==> src/rtl/fp_pkg.sv <==
// Shared floating-point definitions: default field widths, operand classes, canonical qNaN.
package fp_pkg;

  localparam int unsigned EXP_W_DEF = 8;
  localparam int unsigned MAN_W_DEF = 23;

  typedef enum logic [2:0] {
    FP_ZERO,
    FP_DENORM,
    FP_NORMAL,
    FP_INF,
    FP_QNAN,
    FP_SNAN
  } fp_class_e;

  // Canonical quiet NaN: sign 0, exponent all ones, fraction MSB set; caller truncates to word width.
  function automatic logic [63:0] qnan_word(input int unsigned exp_w, input int unsigned man_w);
    logic [63:0] r;
    r = ((64'd1 << exp_w) - 64'd1) << man_w;
    r = r | (64'd1 << (man_w - 1));
    return r;
  endfunction

endpackage

==> src/rtl/fp_addsub_align_stage_if.sv <==
// Operand/result handshake bundle for the add/sub align stage.
interface fp_addsub_align_stage_if
  import fp_pkg::*;
#(
  parameter int unsigned EXP_W = EXP_W_DEF,
  parameter int unsigned MAN_W = MAN_W_DEF
);
  localparam int unsigned W = 1 + EXP_W + MAN_W;

  logic             in_valid;
  logic             in_ready;
  logic [W-1:0]     a;
  logic [W-1:0]     b;
  logic             op;

  logic             out_valid;
  logic             out_ready;
  logic             sign_big;
  logic             sign_small;
  logic             eff_sub;
  logic [EXP_W-1:0] exp_big;
  logic [EXP_W-1:0] exp_diff;
  logic             shift_sat;
  logic [MAN_W:0]   man_big;
  logic [MAN_W:0]   man_small;
  logic             swapped;
  logic             special_valid;
  logic [W-1:0]     special_result;
  logic             invalid;

  modport master (
    output in_valid, a, b, op, out_ready,
    input  in_ready, out_valid, sign_big, sign_small, eff_sub, exp_big, exp_diff,
           shift_sat, man_big, man_small, swapped, special_valid, special_result, invalid
  );

  modport slave (
    input  in_valid, a, b, op, out_ready,
    output in_ready, out_valid, sign_big, sign_small, eff_sub, exp_big, exp_diff,
           shift_sat, man_big, man_small, swapped, special_valid, special_result, invalid
  );

endinterface

==> src/rtl/fp_unpack.sv <==
// Splits one operand into sign, effective exponent, hidden-bit mantissa and class.
module fp_unpack
  import fp_pkg::*;
#(
  parameter int unsigned EXP_W = EXP_W_DEF,
  parameter int unsigned MAN_W = MAN_W_DEF
) (
  input  logic [EXP_W+MAN_W:0] x,
  output logic                 sign,
  output logic [EXP_W-1:0]     exp_eff,
  output logic [MAN_W:0]       man,
  output fp_class_e            cls
);

  logic [EXP_W-1:0] exp_raw;
  logic [MAN_W-1:0] frac;
  logic             exp_zero;
  logic             exp_ones;
  logic             frac_zero;

  assign sign    = x[EXP_W+MAN_W];
  assign exp_raw = x[EXP_W+MAN_W-1 -: EXP_W];
  assign frac    = x[MAN_W-1:0];

  always_comb begin
    exp_zero  = (exp_raw == '0);
    exp_ones  = &exp_raw;
    frac_zero = (frac == '0);
    // Denormals share the exponent of the smallest normal, with no hidden bit.
    exp_eff   = exp_zero ? EXP_W'(1) : exp_raw;
    man       = {!exp_zero, frac};
    cls       = FP_NORMAL;
    if (exp_zero)      cls = frac_zero ? FP_ZERO : FP_DENORM;
    else if (exp_ones) cls = frac_zero ? FP_INF : (frac[MAN_W-1] ? FP_QNAN : FP_SNAN);
  end

endmodule

==> src/rtl/fp_addsub_align_stage.sv <==
// First add/sub stage: unpack, magnitude-order, alignment shift, NaN/Inf bypass, registered handshake.
// Optional two-entry skid buffer with registered in_ready when FP_ALIGN_SKID_EN is defined.
module fp_addsub_align_stage
  import fp_pkg::*;
#(
  parameter int unsigned EXP_W = EXP_W_DEF,
  parameter int unsigned MAN_W = MAN_W_DEF
) (
  input  logic                    clk,
  input  logic                    rst,
  fp_addsub_align_stage_if.slave  bus
);

  localparam int unsigned W = 1 + EXP_W + MAN_W;
  localparam logic [W-1:0] QNAN    = W'(qnan_word(EXP_W, MAN_W));
  localparam logic [W-1:0] INF_MAG = {1'b0, {EXP_W{1'b1}}, {MAN_W{1'b0}}};

  typedef struct packed {
    logic             sign_big;
    logic             sign_small;
    logic             eff_sub;
    logic [EXP_W-1:0] exp_big;
    logic [EXP_W-1:0] exp_diff;
    logic             shift_sat;
    logic [MAN_W:0]   man_big;
    logic [MAN_W:0]   man_small;
    logic             swapped;
    logic             special_valid;
    logic [W-1:0]     special_result;
    logic             invalid;
  } res_t;

  logic             sign_a, sign_b_raw, sign_b;
  logic [EXP_W-1:0] exp_a, exp_b;
  logic [MAN_W:0]   man_a, man_b;
  fp_class_e        cls_a, cls_b;

  fp_unpack #(.EXP_W(EXP_W), .MAN_W(MAN_W)) u_unpack_a (
    .x(bus.a), .sign(sign_a), .exp_eff(exp_a), .man(man_a), .cls(cls_a)
  );

  fp_unpack #(.EXP_W(EXP_W), .MAN_W(MAN_W)) u_unpack_b (
    .x(bus.b), .sign(sign_b_raw), .exp_eff(exp_b), .man(man_b), .cls(cls_b)
  );

  assign sign_b = sign_b_raw ^ bus.op;

  res_t       res_c;
  logic       swap;
  logic [EXP_W-1:0] exp_small;
  logic       nan_a, nan_b, inf_a, inf_b;

  // Order by full magnitude, then classify specials.
  always_comb begin
    res_c     = '0;
    swap      = {exp_b, man_b} > {exp_a, man_a};
    nan_a     = (cls_a == FP_QNAN) || (cls_a == FP_SNAN);
    nan_b     = (cls_b == FP_QNAN) || (cls_b == FP_SNAN);
    inf_a     = (cls_a == FP_INF);
    inf_b     = (cls_b == FP_INF);

    res_c.swapped    = swap;
    res_c.sign_big   = swap ? sign_b : sign_a;
    res_c.sign_small = swap ? sign_a : sign_b;
    res_c.eff_sub    = sign_a ^ sign_b;
    res_c.exp_big    = swap ? exp_b : exp_a;
    exp_small        = swap ? exp_a : exp_b;
    res_c.exp_diff   = res_c.exp_big - exp_small;
    res_c.shift_sat  = 32'(res_c.exp_diff) > 32'(MAN_W + 3);
    res_c.man_big    = swap ? man_b : man_a;
    res_c.man_small  = swap ? man_a : man_b;

    if (nan_a || nan_b) begin
      res_c.special_valid  = 1'b1;
      res_c.special_result = QNAN;
      res_c.invalid        = (cls_a == FP_SNAN) || (cls_b == FP_SNAN);
    end else if (inf_a && inf_b && res_c.eff_sub) begin
      res_c.special_valid  = 1'b1;
      res_c.special_result = QNAN;
      res_c.invalid        = 1'b1;
    end else if (inf_a) begin
      res_c.special_valid  = 1'b1;
      res_c.special_result = {sign_a, INF_MAG[W-2:0]};
    end else if (inf_b) begin
      res_c.special_valid  = 1'b1;
      res_c.special_result = {sign_b, INF_MAG[W-2:0]};
    end
  end

  res_t main_q, main_n;
  logic main_v, main_v_n;

`ifdef FP_ALIGN_SKID_EN
  res_t skid_q, skid_n;
  logic skid_v, skid_v_n;
  logic in_ready_q;
  logic accept, pop;

  // Main entry feeds the output; skid entry parks a beat accepted while the output stalls.
  always_comb begin
    main_n   = main_q;
    main_v_n = main_v;
    skid_n   = skid_q;
    skid_v_n = skid_v;
    accept   = bus.in_valid & in_ready_q;
    pop      = main_v & bus.out_ready;
    if (skid_v) begin
      if (pop) begin
        main_n   = skid_q;
        skid_v_n = 1'b0;
      end
    end else if (accept) begin
      if (!main_v || pop) begin
        main_n   = res_c;
        main_v_n = 1'b1;
      end else begin
        skid_n   = res_c;
        skid_v_n = 1'b1;
      end
    end else if (pop) begin
      main_v_n = 1'b0;
    end
  end

  always_ff @(posedge clk or posedge rst) begin
    if (rst) begin
      main_q     <= '0;
      main_v     <= 1'b0;
      skid_q     <= '0;
      skid_v     <= 1'b0;
      in_ready_q <= 1'b1;
    end else begin
      main_q     <= main_n;
      main_v     <= main_v_n;
      skid_q     <= skid_n;
      skid_v     <= skid_v_n;
      in_ready_q <= !skid_v_n;
    end
  end

  assign bus.in_ready = in_ready_q;
`else
  logic in_ready_c;
  logic accept;

  assign in_ready_c = !main_v | bus.out_ready;

  always_comb begin
    main_n   = main_q;
    main_v_n = main_v;
    accept   = bus.in_valid & in_ready_c;
    if (accept) begin
      main_n   = res_c;
      main_v_n = 1'b1;
    end else if (bus.out_ready) begin
      main_v_n = 1'b0;
    end
  end

  always_ff @(posedge clk or posedge rst) begin
    if (rst) begin
      main_q <= '0;
      main_v <= 1'b0;
    end else begin
      main_q <= main_n;
      main_v <= main_v_n;
    end
  end

  assign bus.in_ready = in_ready_c;
`endif

  assign bus.out_valid      = main_v;
  assign bus.sign_big       = main_q.sign_big;
  assign bus.sign_small     = main_q.sign_small;
  assign bus.eff_sub        = main_q.eff_sub;
  assign bus.exp_big        = main_q.exp_big;
  assign bus.exp_diff       = main_q.exp_diff;
  assign bus.shift_sat      = main_q.shift_sat;
  assign bus.man_big        = main_q.man_big;
  assign bus.man_small      = main_q.man_small;
  assign bus.swapped        = main_q.swapped;
  assign bus.special_valid  = main_q.special_valid;
  assign bus.special_result = main_q.special_result;
  assign bus.invalid        = main_q.invalid;

endmodule

==> src/flat_wrapper.sv <==
// flat-port wrapper written by rule: the top's interface ports become plain ports
module fp_addsub_align_stage_flat import fp_pkg::*;
#(
  parameter int unsigned EXP_W = EXP_W_DEF,
  parameter int unsigned MAN_W = MAN_W_DEF
)
  (clk, rst, bus_in_valid, bus_a, bus_b, bus_op, bus_out_ready, bus_in_ready, bus_out_valid, bus_sign_big, bus_sign_small, bus_eff_sub, bus_exp_big, bus_exp_diff, bus_shift_sat, bus_man_big, bus_man_small, bus_swapped, bus_special_valid, bus_special_result, bus_invalid);
  fp_addsub_align_stage_if #(.EXP_W(EXP_W), .MAN_W(MAN_W)) bus_i ();
  input  logic clk;
  input  logic rst;
  input wire logic [$bits(bus_i.in_valid)-1:0] bus_in_valid;
  input wire logic [$bits(bus_i.a)-1:0] bus_a;
  input wire logic [$bits(bus_i.b)-1:0] bus_b;
  input wire logic [$bits(bus_i.op)-1:0] bus_op;
  input wire logic [$bits(bus_i.out_ready)-1:0] bus_out_ready;
  output wire logic [$bits(bus_i.in_ready)-1:0] bus_in_ready;
  output wire logic [$bits(bus_i.out_valid)-1:0] bus_out_valid;
  output wire logic [$bits(bus_i.sign_big)-1:0] bus_sign_big;
  output wire logic [$bits(bus_i.sign_small)-1:0] bus_sign_small;
  output wire logic [$bits(bus_i.eff_sub)-1:0] bus_eff_sub;
  output wire logic [$bits(bus_i.exp_big)-1:0] bus_exp_big;
  output wire logic [$bits(bus_i.exp_diff)-1:0] bus_exp_diff;
  output wire logic [$bits(bus_i.shift_sat)-1:0] bus_shift_sat;
  output wire logic [$bits(bus_i.man_big)-1:0] bus_man_big;
  output wire logic [$bits(bus_i.man_small)-1:0] bus_man_small;
  output wire logic [$bits(bus_i.swapped)-1:0] bus_swapped;
  output wire logic [$bits(bus_i.special_valid)-1:0] bus_special_valid;
  output wire logic [$bits(bus_i.special_result)-1:0] bus_special_result;
  output wire logic [$bits(bus_i.invalid)-1:0] bus_invalid;
  assign bus_i.in_valid = bus_in_valid;
  assign bus_i.a = bus_a;
  assign bus_i.b = bus_b;
  assign bus_i.op = bus_op;
  assign bus_i.out_ready = bus_out_ready;
  assign bus_in_ready = bus_i.in_ready;
  assign bus_out_valid = bus_i.out_valid;
  assign bus_sign_big = bus_i.sign_big;
  assign bus_sign_small = bus_i.sign_small;
  assign bus_eff_sub = bus_i.eff_sub;
  assign bus_exp_big = bus_i.exp_big;
  assign bus_exp_diff = bus_i.exp_diff;
  assign bus_shift_sat = bus_i.shift_sat;
  assign bus_man_big = bus_i.man_big;
  assign bus_man_small = bus_i.man_small;
  assign bus_swapped = bus_i.swapped;
  assign bus_special_valid = bus_i.special_valid;
  assign bus_special_result = bus_i.special_result;
  assign bus_invalid = bus_i.invalid;
  fp_addsub_align_stage #(.EXP_W(EXP_W), .MAN_W(MAN_W)) u_core (.clk(clk), .rst(rst), .bus(bus_i));
endmodule
==> config.mk <==
export PLATFORM = sky130hd
export DESIGN_NAME = fp_addsub_align_stage_flat
export DESIGN_NICKNAME = d
export VERILOG_FILES = /design/src/rtl/fp_pkg.sv /design/src/rtl/fp_addsub_align_stage_if.sv /design/src/rtl/fp_unpack.sv /design/src/rtl/fp_addsub_align_stage.sv /design/src/flat_wrapper.sv
export SDC_FILE = /design/constraint.sdc
export NUM_CORES = 1
export LEC_CHECK = 0
export CAP_MARGIN = 20
export CORE_MARGIN = 2
export CORE_UTILIZATION = 35
export CTS_CLUSTER_SIZE = 16
export DETAILED_ROUTE_END_ITERATION = 6
export GPL_TIMING_DRIVEN = 0
export HOLD_SLACK_MARGIN = 0.03
export PLACE_DENSITY_LB_ADDON = 0.12
export RECOVER_POWER = 25
export SYNTH_ARGS = -nofsm -noshare
export SYNTH_HDL_FRONTEND = slang
export SYNTH_SLANG_ARGS = --single-unit
==> constraint.sdc <==
create_clock -name clk -period 2.5 [get_ports clk]
set_input_delay 0.5 -clock clk [delete_from_list [all_inputs] [get_ports clk]]
set_output_delay 0.5 -clock clk [all_outputs]
set_load 0.02 [all_outputs]
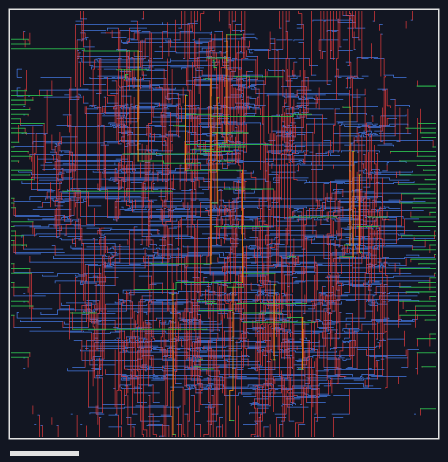
*Metal layers overlaid*
Scale bar: 20 µm.
legend:
  green:
    layer: M3
    wire_length: 975 µm
  red:
    layer: M2
    wire_length: 9,100 µm
  blue:
    layer: M1
    wire_length: 8,480 µm
  orange:
    layer: M4
    wire_length: 412 µm

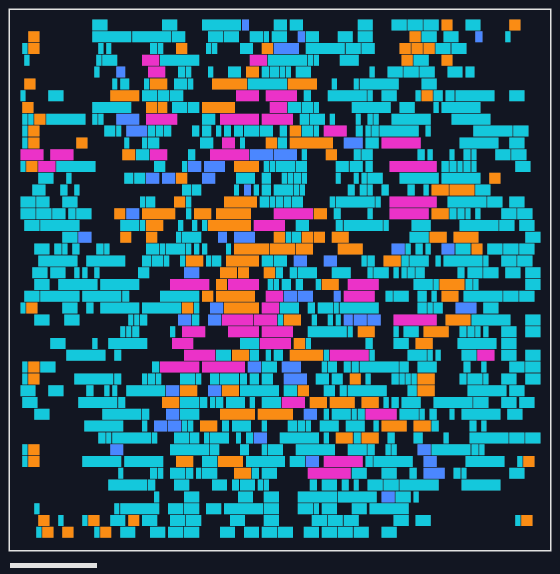
*Cell sizes after repair*
Scale bar: 20 µm.
legend:
  blue:
    size: x2
    cells: 51
  magenta:
    size: x6 and larger
    cells: 45
  orange:
    size: x3 and x4
    cells: 116
  cyan:
    size: x1 and smaller
    cells: 633

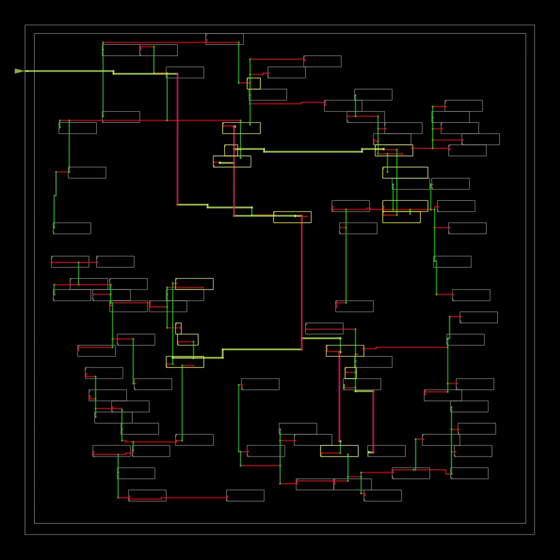
*Clock nets*
Clock net power: 1.47 mW
TritonCTS Buffers: 9
Late-Pin Clk Latency: 0.35 ns

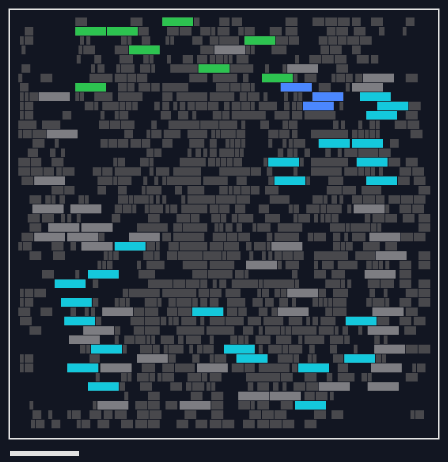
*Where the registers sit*
Scale bar: 20 µm. Other sequential cells in the stronger grey, the rest of the logic in the fainter grey.
legend:
  green:
    netlist_name: u_core.bus.exp_diff
    sequential_cells: 8
  cyan:
    netlist_name: u_core.bus.man_small
    sequential_cells: 24
  blue:
    netlist_name: u_core.bus.special_result
    sequential_cells: 3

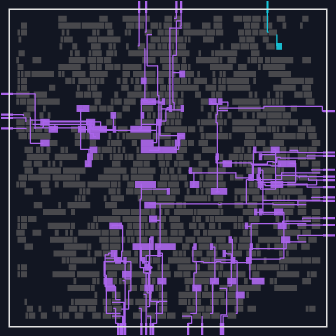
*Wires at chosen ports, followed through buffers*
legend:
  cyan:
    port: bus_out_ready
    bits: 1
    direction: input
    end_cells: 1
    buffers: 1
    wire: 13.2 µm
  purple:
    port: bus_a
    bits: 32
    direction: input
    end_cells: 86
    buffers: 32
    wire: 1,830 µm

==> impl_metrics.toml <==
# synthesis and place-and-route metrics
[cells_and_area]
comb_share = 0.407
fin_nets = 941
clock_buffers = 11
fin_cells = 1029
regArea_um2 = 1850
antenna_cells = 0
signal_buffers = 257
inverters = 36
buf_share = 0.294

[setup_path]
reg2reg_slack_ns = 0.46
worst-path-buf-inv = 3
end_kind = "flip-flop"
cp-start-kind = "primary input"
worstPathArrival_ns = 4.33
rr_startpoint = "u_core.bus.out_valid"
cp_max_fo = 4
cp.required_ns = 2.71
rr_worst_depth = 6

[clock_tree]
clk_pin_slew_ns = 0.06
cts_buffer_depth = 2
clock_sinks = 74
post_cts_resized = 232
h-tree-depth = 3

[power_and_ir_drop]
pg_seq_mw = 1.53
p_leak_nw = 3.75
power_mw = 5.31
netSwitchingFraction = 0.356
top_power_group = "combinational cells"

[timing]
fmax_mhz = 242
worstMarginPinSlew_ns = 1.03
setup_slack_ns = -1.63
report.final.slew_viol_count = 0
period_used_share = 1.65
hold_violations = 0
setup_viol_count_final = 67

[logic_synthesis]
ys_sh_xor = 0.0138
aoi_share = 0.180
ff_type = "dfrtp_1"
yosys_warnings = 0
synth_area_per_cell_um2 = 8.26

[min_path]
min_from = "bus_b[26]"

[global_routing]
antenna_found_initial = 0
grt_pass1_vias = 5308
overflow = 0

[run_status]
violations = "setup timing"
status = "complete, but fails checks"

[placed_design]
place_area_um2 = 6980
place_inst = 972

[route]
top_layer = "met4"
vias_per_cell = 5.21

[die]
n_tap_cell = 184
Power is estimated from default activity; no workload was simulated.
